==> config.mk <==
export PLATFORM = sky130hd
export DESIGN_NAME = seg7_scan_driver
export DESIGN_NICKNAME = d
export VERILOG_FILES = /design/src/rtl/seg7_pkg.sv /design/src/rtl/seg7_scan_driver_refresh_divider.sv /design/src/rtl/seg7_scan_driver.sv
export SDC_FILE = /design/constraint.sdc
export NUM_CORES = 1
export LEC_CHECK = 0
export ABC_AREA = 1
export CORE_ASPECT_RATIO = 0.75
export CORE_MARGIN = 10
export CORE_UTILIZATION = 60
export DETAILED_ROUTE_END_ITERATION = 10
export PLACE_DENSITY = 0.89
export SLEW_MARGIN = 20
export SYNTH_ARGS = -nofsm -noshare
export SYNTH_HDL_FRONTEND = slang
export SYNTH_SLANG_ARGS = --single-unit
==> constraint.sdc <==
create_clock -name clock -period 2.5 [get_ports clock]
set_input_delay 0.25 -clock clock [delete_from_list [all_inputs] [get_ports clock]]
set_output_delay 0.25 -clock clock [all_outputs]
set_load 0.03 [all_outputs]
==> src/rtl/seg7_pkg.sv <==
// rtl/seg7_pkg.sv - shared widths, blank pattern and digit glyphs for the seven-segment scan driver
package seg7_pkg;

    localparam int SEG_W = 7;
    localparam logic [SEG_W-1:0] SEG_BLANK = 7'b0000000;

    // bit0 = seg a ... bit6 = seg g, 1 = lit
    localparam logic [SEG_W-1:0] SEG_DIGIT_0 = 7'h3F;
    localparam logic [SEG_W-1:0] SEG_DIGIT_1 = 7'h06;
    localparam logic [SEG_W-1:0] SEG_DIGIT_2 = 7'h5B;
    localparam logic [SEG_W-1:0] SEG_DIGIT_3 = 7'h4F;
    localparam logic [SEG_W-1:0] SEG_DIGIT_4 = 7'h66;
    localparam logic [SEG_W-1:0] SEG_DIGIT_5 = 7'h6D;
    localparam logic [SEG_W-1:0] SEG_DIGIT_6 = 7'h7D;
    localparam logic [SEG_W-1:0] SEG_DIGIT_7 = 7'h07;
    localparam logic [SEG_W-1:0] SEG_DIGIT_8 = 7'h7F;
    localparam logic [SEG_W-1:0] SEG_DIGIT_9 = 7'h6F;

    function automatic int IDX_W(input int n);
        return $clog2(n);
    endfunction

endpackage

==> src/rtl/seg7_scan_driver_refresh_divider.sv <==
// rtl/seg7_scan_driver_refresh_divider.sv - free-running dwell counter with wrap tick
module refresh_divider #(
    parameter int REFRESH_DIV = 50000
) (
    input  logic                           clock,
    input  logic                           reset,
    output logic                           tick,
    output logic [$clog2(REFRESH_DIV)-1:0] cnt
);

    localparam int CNT_W = $clog2(REFRESH_DIV);
    localparam logic [CNT_W-1:0] CNT_LAST = CNT_W'(REFRESH_DIV - 1);

    assign tick = (cnt == CNT_LAST);

    always_ff @(posedge clock) begin
        if (reset) begin
            cnt <= '0;
        end else if (tick) begin
            cnt <= '0;
        end else begin
            cnt <= cnt + 1'b1;
        end
    end

endmodule

==> src/rtl/seg7_scan_driver.sv <==
// rtl/seg7_scan_driver.sv - multiplexed seven-segment driver; GHOST_BLANK_EN adds blank cycles at each digit switch
module seg7_scan_driver
    import seg7_pkg::*;
#(
    parameter int NUM_DIGITS   = 4,
    parameter int REFRESH_DIV  = 50000,
    parameter int BLANK_CYCLES = 2
) (
    input  logic                         clock,
    input  logic                         reset,
    input  logic [SEG_W-1:0]             din,
    input  logic                         wr_en,
    input  logic [IDX_W(NUM_DIGITS)-1:0] wr_addr,
    input  logic [NUM_DIGITS-1:0]        digit_en,
    output logic [SEG_W-1:0]             seg_out,
    output logic [NUM_DIGITS-1:0]        an_out,
    output logic                         frame_tick
);

    localparam int IW    = IDX_W(NUM_DIGITS);
    localparam int CNT_W = $clog2(REFRESH_DIV);
    localparam logic [IW-1:0] LAST_IDX = IW'(NUM_DIGITS - 1);

    generate
        if (NUM_DIGITS < 2 || NUM_DIGITS > 8 || REFRESH_DIV < 2 || BLANK_CYCLES >= REFRESH_DIV) begin : g_bad_cfg
            $error("seg7_scan_driver: illegal NUM_DIGITS/REFRESH_DIV/BLANK_CYCLES combination");
        end
    endgenerate

    logic [CNT_W-1:0] cnt;
    logic             tick;
    logic             addr_ok;
    logic             blank;
    logic [SEG_W-1:0] slot [NUM_DIGITS];
    logic [IW-1:0]    idx;
    logic             wrapped;

    refresh_divider #(
        .REFRESH_DIV(REFRESH_DIV)
    ) u_div (
        .clock(clock),
        .reset(reset),
        .tick (tick),
        .cnt  (cnt)
    );

    // With a power-of-two digit count every address is a real slot.
    generate
        if ((1 << IW) == NUM_DIGITS) begin : g_addr_full
            assign addr_ok = 1'b1;
        end else begin : g_addr_part
            assign addr_ok = (wr_addr < IW'(NUM_DIGITS));
        end
    endgenerate

`ifdef GHOST_BLANK_EN
    assign blank = (cnt < CNT_W'(BLANK_CYCLES));
`else
    assign blank = 1'b0;
`endif

    always_ff @(posedge clock) begin
        if (reset) begin
            for (int i = 0; i < NUM_DIGITS; i++) begin
                slot[i] <= SEG_BLANK;
            end
        end else if (wr_en && addr_ok) begin
            slot[wr_addr] <= din;
        end
    end

    // wrapped suppresses frame_tick on the first frame after reset.
    always_ff @(posedge clock) begin
        if (reset) begin
            idx        <= '0;
            wrapped    <= 1'b0;
            seg_out    <= SEG_BLANK;
            an_out     <= '0;
            frame_tick <= 1'b0;
        end else begin
            if (tick) begin
                idx <= (idx == LAST_IDX) ? '0 : idx + 1'b1;
            end
            if (tick && idx == LAST_IDX) begin
                wrapped <= 1'b1;
            end
            frame_tick <= wrapped && (idx == '0) && (cnt == '0);
            if (blank) begin
                an_out  <= '0;
                seg_out <= SEG_BLANK;
            end else begin
                an_out  <= NUM_DIGITS'(1) << idx;
                seg_out <= digit_en[idx] ? slot[idx] : SEG_BLANK;
            end
        end
    end

endmodule

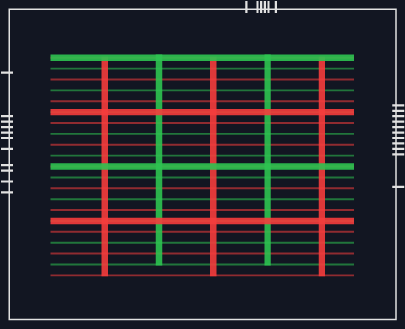
(run_1/pdn.png)
(4 px per um) Pins as bars on the die edge.
[VDD] green
[VSS] red
met5 straps: 4
signal pins: 28
rows: 20
met4 straps: 5
met1 rails: 21
core area: 0.00413 mm^2
die width: 96.3 um

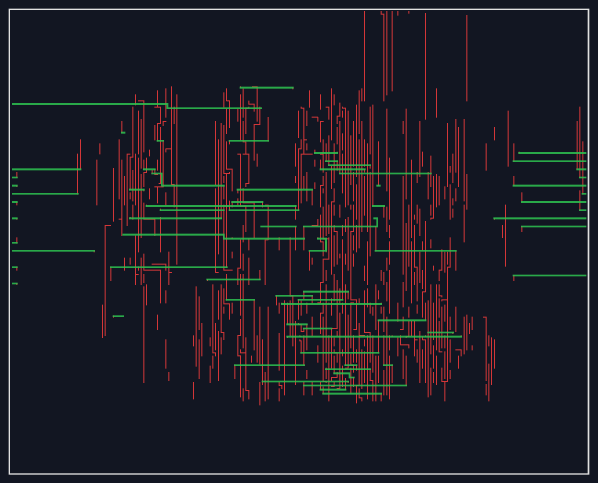
(run_1/metal_stack.png)
(6 px per um) Two of the layers only.
[met3] green | wire length: 594 um
[met2] red | wire length: 2420 um
DR vias: 2134
Total GRT Usage: 0.155
final wirelength: 5.64 mm
routed length per instance: 14.1 um

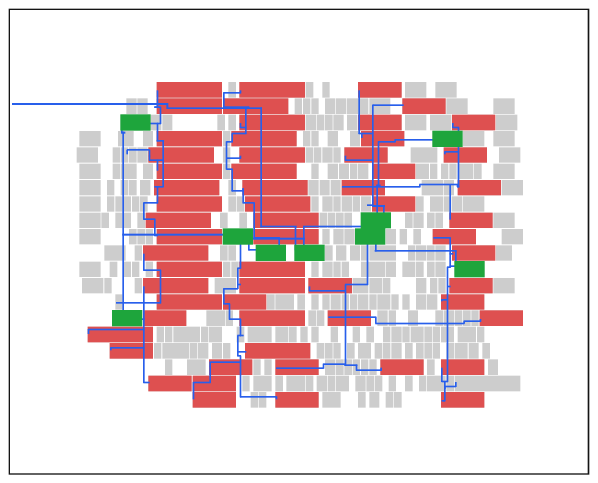
(run_1/clock_map.png)
(6 px per um)
[cells driving clock nets] green | count: 9
[flip-flops] red | count: 59
[clock wires] blue | length: 619 um
routed clock nets: 10
Clock Skew: 0.0111 ns
Clk power: 0.000804 W
Clk pwr share: 0.400
clk latency late pin: 0.33 ns

==> flow_summary.json, run 1 <==
{
  "slowest_delay_ns": 0.68,
  "crit_slowest_cell": "o21ai_0",
  "area_leaders": "edfxtp_1, dfxtp_1, nor2_1",
  "power_leakage_nw": 1.20,
  "regMostFlops": "slot",
  "p_int_w": 0.00156,
  "grt_max_degree": 22,
  "num-nets-final": 359,
  "routed.top_layer": "met4",
  "irDropWorstVdd_mv": 0.466,
  "setup_viol": 0,
  "worstPathRequired_ns": 2.45,
  "top_cells_by_count": "nor2_1, nand2_1, inv_1",
  "io_pins": 28,
  "post-place-ws_ns": 0.455,
  "routabilityCongestion": 0.910,
  "hold_violations": 0,
  "top_regs": "slot (28), u_div.cnt (16), seg_out (7)",
  "min_from": "wrapped$_SDFFE_PP0P_",
  "drc": 0,
  "maxSlewViolCount": 0,
  "worst-setup-path-type": "in2reg",
  "grt_pass1_vias": 1956,
  "clkTransAtPathRegs_ns": 0.06,
  "dr_wl_met3_um": 594,
  "synthToLayoutAreaGrowth_pct": 18.9,
  "pwr-share-seq": 0.536,
  "outcome": "finished clean",
  "cp_common_cell": "inv_1",
  "worst_slew_margin_rel": 0.328,
  "startpoint_type": "input port",
  "fmax_ghz": 0.586,
  "grt-ovfl-total": 0
}
==> run 1: placed cells by master (no fill, tap or decap), drive strengths merged, types with 4 or more instances in the layout <==
cell type | netlist | routed
nor2 | 86 | 86
nand2 | 40 | 40
inv | 34 | 34
dfxtp | 31 | 31
edfxtp | 28 | 28
clkdlybuf4s50 | 0 | 27
a21oi | 16 | 16
o21ai | 15 | 15
nand3 | 14 | 14
nor3 | 13 | 13
clkbuf | 1 | 11
xor2 | 6 | 6
nand4 | 6 | 6
ha | 4 | 4
==> run 1: final cells by class <==
type                    instances  area (um^2)  area share
clock buffers                  11          131      0.0422
clock inverters                 5         53.8      0.0173
inverters                      34          128      0.0410
multi-input cells             206          985       0.316
flip-flops and latches         59         1460       0.469
well taps                      55         68.8      0.0221
repair buffers                 29          285      0.0916
==> run_1/density.png <==
(3 px per um) The die is cut into 10 by 8 equal tiles; white is low, dark blue is high, 0 to 100% covered.
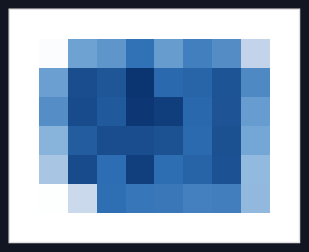

--- run 2 (diff from run 1) ---
Settings changed: CORE_UTILIZATION 60 to 50, PLACE_DENSITY 0.89 to 0.8.
Clock period 2.5 ns to 1.5 ns, I/O delays scaled along.
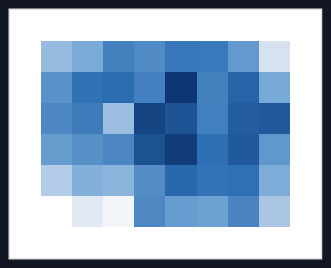
(run_2/density.png)
(3 px per um) The die is cut into 10 by 8 equal tiles; white is low, dark blue is high, 0 to 100% covered.
emptiest ninth of the die: lower left
densest ninth of the die: centre
tiles over 75% full: 14%
Finished Core Util: 0.647
core area: 0.00498 mm^2

==> run 2 against run 1 <==
  * Worst setup slack got worse by 0.75 ns
  * Power rose by 67%
  * Clock skew fell by 0.0014 ns
  * Count of clock-buffer cells in the layout rose by 2
  * Area after synthesis did not move
  * Critical path depth fell by 4
  * Final cell count rose by 6.8%
  * Wire length rose by 6.6%
  * First-iteration DRC count fell by 8.7%
  * Synthesized cell count did not move
  * Critical path type is now reg2out
==> flow_summary.json, run 2 <==
{
  "layout_top_cells": "nor2_1, nand2_1, inv_1, dfxtp_1, edfxtp_1",
  "outcome": "finished clean",
  "clkTransAtPathRegs_ns": 0.07,
  "routabilityCongestion": 0.893,
  "crit_slowest_cell": "clkdlybuf4s50_1",
  "dr_wl_met3_um": 443,
  "startpoint_type": "flop",
  "p_int_w": 0.00262,
  "pwr-share-seq": 0.533,
  "regMostFlops": "slot",
  "irDropWorstVdd_mv": 0.631,
  "maxSlewViolCount": 0,
  "worst-setup-path-type": "reg2out",
  "vias": 2155,
  "power_leakage_nw": 1.36,
  "worstPathRequired_ns": 1.35,
  "drc": 0,
  "synthToLayoutAreaGrowth_pct": 23.0,
  "routed.top_layer": "met4",
  "io_pins": 28,
  "gr-usage-all-layers": 0.148,
  "area_leaders": "edfxtp_1, dfxtp_1, nor2_1",
  "num-nets-final": 369,
  "top_cells_by_count": "nor2_1, nand2_1, inv_1",
  "worst_slew_margin_rel": 0.738,
  "setup_viol": 0,
  "drt-total-wl_mm": 6.01
}
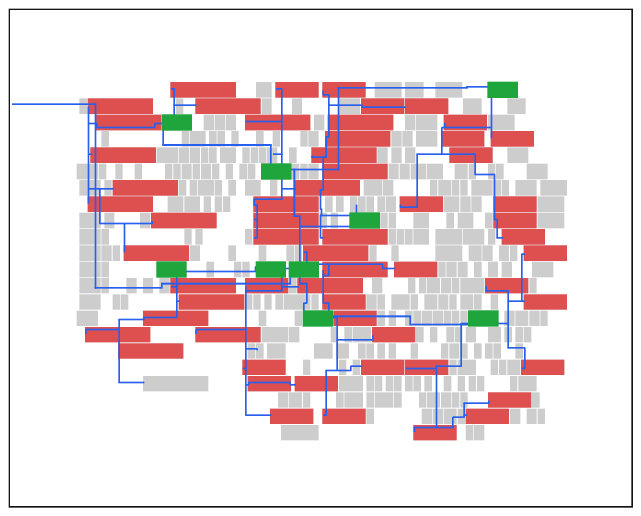
(run_2/clock_map.png)
(6 px per um)
[clock wires] blue | length: 730 um
[flip-flops] red | count: 59
[cells driving clock nets] green | count: 9
routed clock nets: 10
Clk pwr share: 0.399
Clock Skew: 0.00963 ns
clk latency late pin: 0.34 ns
Clk power: 0.00134 W

## run 2: cell counts after synthesis
Identical to the previous run, type by type.
## run 2: logic make-up (layout without fill, tap and decap cells)
family                   count (synthesis)  after routing
flip-flops                              59             59
XOR/XNOR                                 8              8
AND/OR/NAND/NOR                        162            162
AND-OR/OR-AND                           32             32
buffers and inverters                   41             89
adder cells (fa/ha/maj)                  4              4
## run 2: area by class of cell
class	count	area, um^2	share of cell area
clock buffer	13	139	0.0431
sequential	59	1460	0.454
inverter	34	128	0.0396
timing repair buffer	39	370	0.115
clock inverter	3	38.8	0.0120
tap	72	90.1	0.0280
multi-input combinational	206	995	0.309
## run 2: worst reg2reg max path: stages (launching register included)
cell and delay [ns]:
dfxtp_1 0.50, inv_1 0.12, buf_4 0.20, o21ai_0 0.34, a21oi_1 0.12
--- run 3 (diff from run 2) ---
Settings changed: GPL_ROUTABILITY_DRIVEN set to 0, HOLD_SLACK_MARGIN set to 0.02.
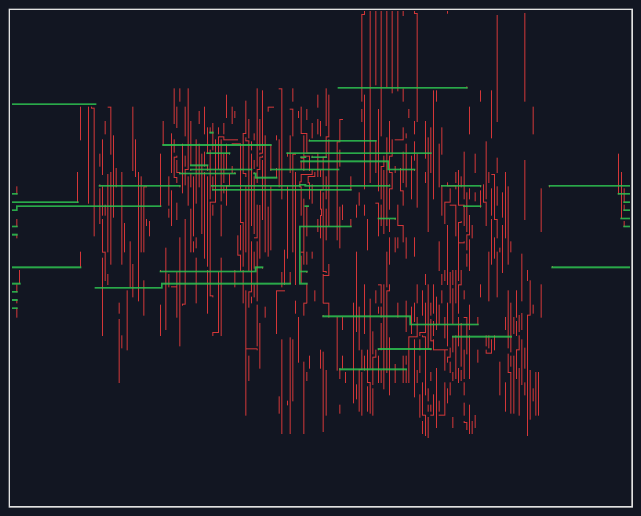
(run_3/metal_stack.png)
(6 px per um) Two of the layers only.
[met3] green | wire length: 443 um
[met2] red | wire length: 2700 um
Total GRT Usage: 0.148
final wirelength: 6.01 mm

==> run 3 against run 2 <==
  * Worst setup slack unchanged
  * Die size stayed put
  * Synthesized cell count stayed put
  * Clock skew did not move
  * Global-route usage unchanged
  * Via count stayed put
==> flow_summary.json, run 3 <==
{
  "core_mm2": 0.00498,
  "power_frac_clock": 0.399,
  "grt-ovfl-total": 0,
  "post-place-ws_ns": -0.129,
  "comb_area_frac": 0.309,
  "grt_pass1_vias": 2146,
  "hold_violations": 0,
  "grt_max_degree": 17,
  "outcome": "finished clean",
  "combGateArea_um2": 995,
  "signal_buffers": 39,
  "drc": 0,
  "buf_share": 0.115,
  "slowest_delay_ns": 0.66,
  "setup_viol": 0,
  "vias": 2155,
  "power_leakage_nw": 1.36,
  "power_clock_w": 0.00134,
  "dominant_cells": "registers",
  "clkbuf_count": 13,
  "regMostFlops": "slot",
  "worstPathRequired_ns": 1.35,
  "top_cells_by_count": "nor2_1, nand2_1, inv_1",
  "wl_per_cell_um": 14.1,
  "lay_top_count": "nor2_1",
  "startpoint_type": "flop",
  "synthToLayoutAreaGrowth_pct": 23.0,
  "min_from": "u_div.cnt[0]$_SDFF_PP0_",
  "worst_slew_margin_rel": 0.738,
  "num-nets-final": 369,
  "maxSlewViolCount": 0,
  "seq_area_mm2": 0.00146,
  "flops": 59,
  "clk-insertion-delay-late_ns": 0.34,
  "crit_slowest_cell": "clkdlybuf4s50_1",
  "fmax_ghz": 0.686,
  "nMultiInputCombCells": 206
}
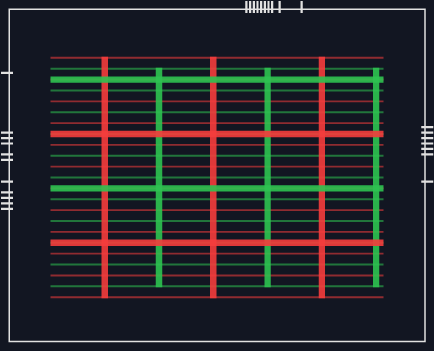
(run_3/pdn.png)
(4 px per um) Pins as bars on the die edge.
[VSS] red
[VDD] green
met4 straps: 6
met5 straps: 4
die width: 104 um
Die H: 82.7 um
Peak VDD IR: 0.631 mV

run 3: cell counts in the layout (fill, tap and decap cells not counted):
No cell type changed its count.
run 3: per-stage QoR:
stage                      util  hold WS (ns)
final                     0.647         0.461
after global placement    0.607         0.443
after floorplan               -         0.367
after detailed placement  0.607         0.452
after CTS                 0.642         0.464
after global routing      0.647         0.483
run 3: timing repair:
action                                  in CTS  in global routing
setup buffers                                0                  0
hold endpoints to repair                     0                  0
gates resized                                4                  8
endpoints found under the setup margin       4                  9
run 3: logic make-up after synthesis:
logic type               after synthesis  share of synthesized area
AND-OR/OR-AND                         32                     0.0621
XOR/XNOR                               8                     0.0268
adder cells (fa/ha/maj)                4                     0.0191
buffers and inverters                 41                     0.0659
flip-flops                            59                      0.558
AND/OR/NAND/NOR                      162                      0.268
No activity file was given, so power comes from the tool's default toggle rates.
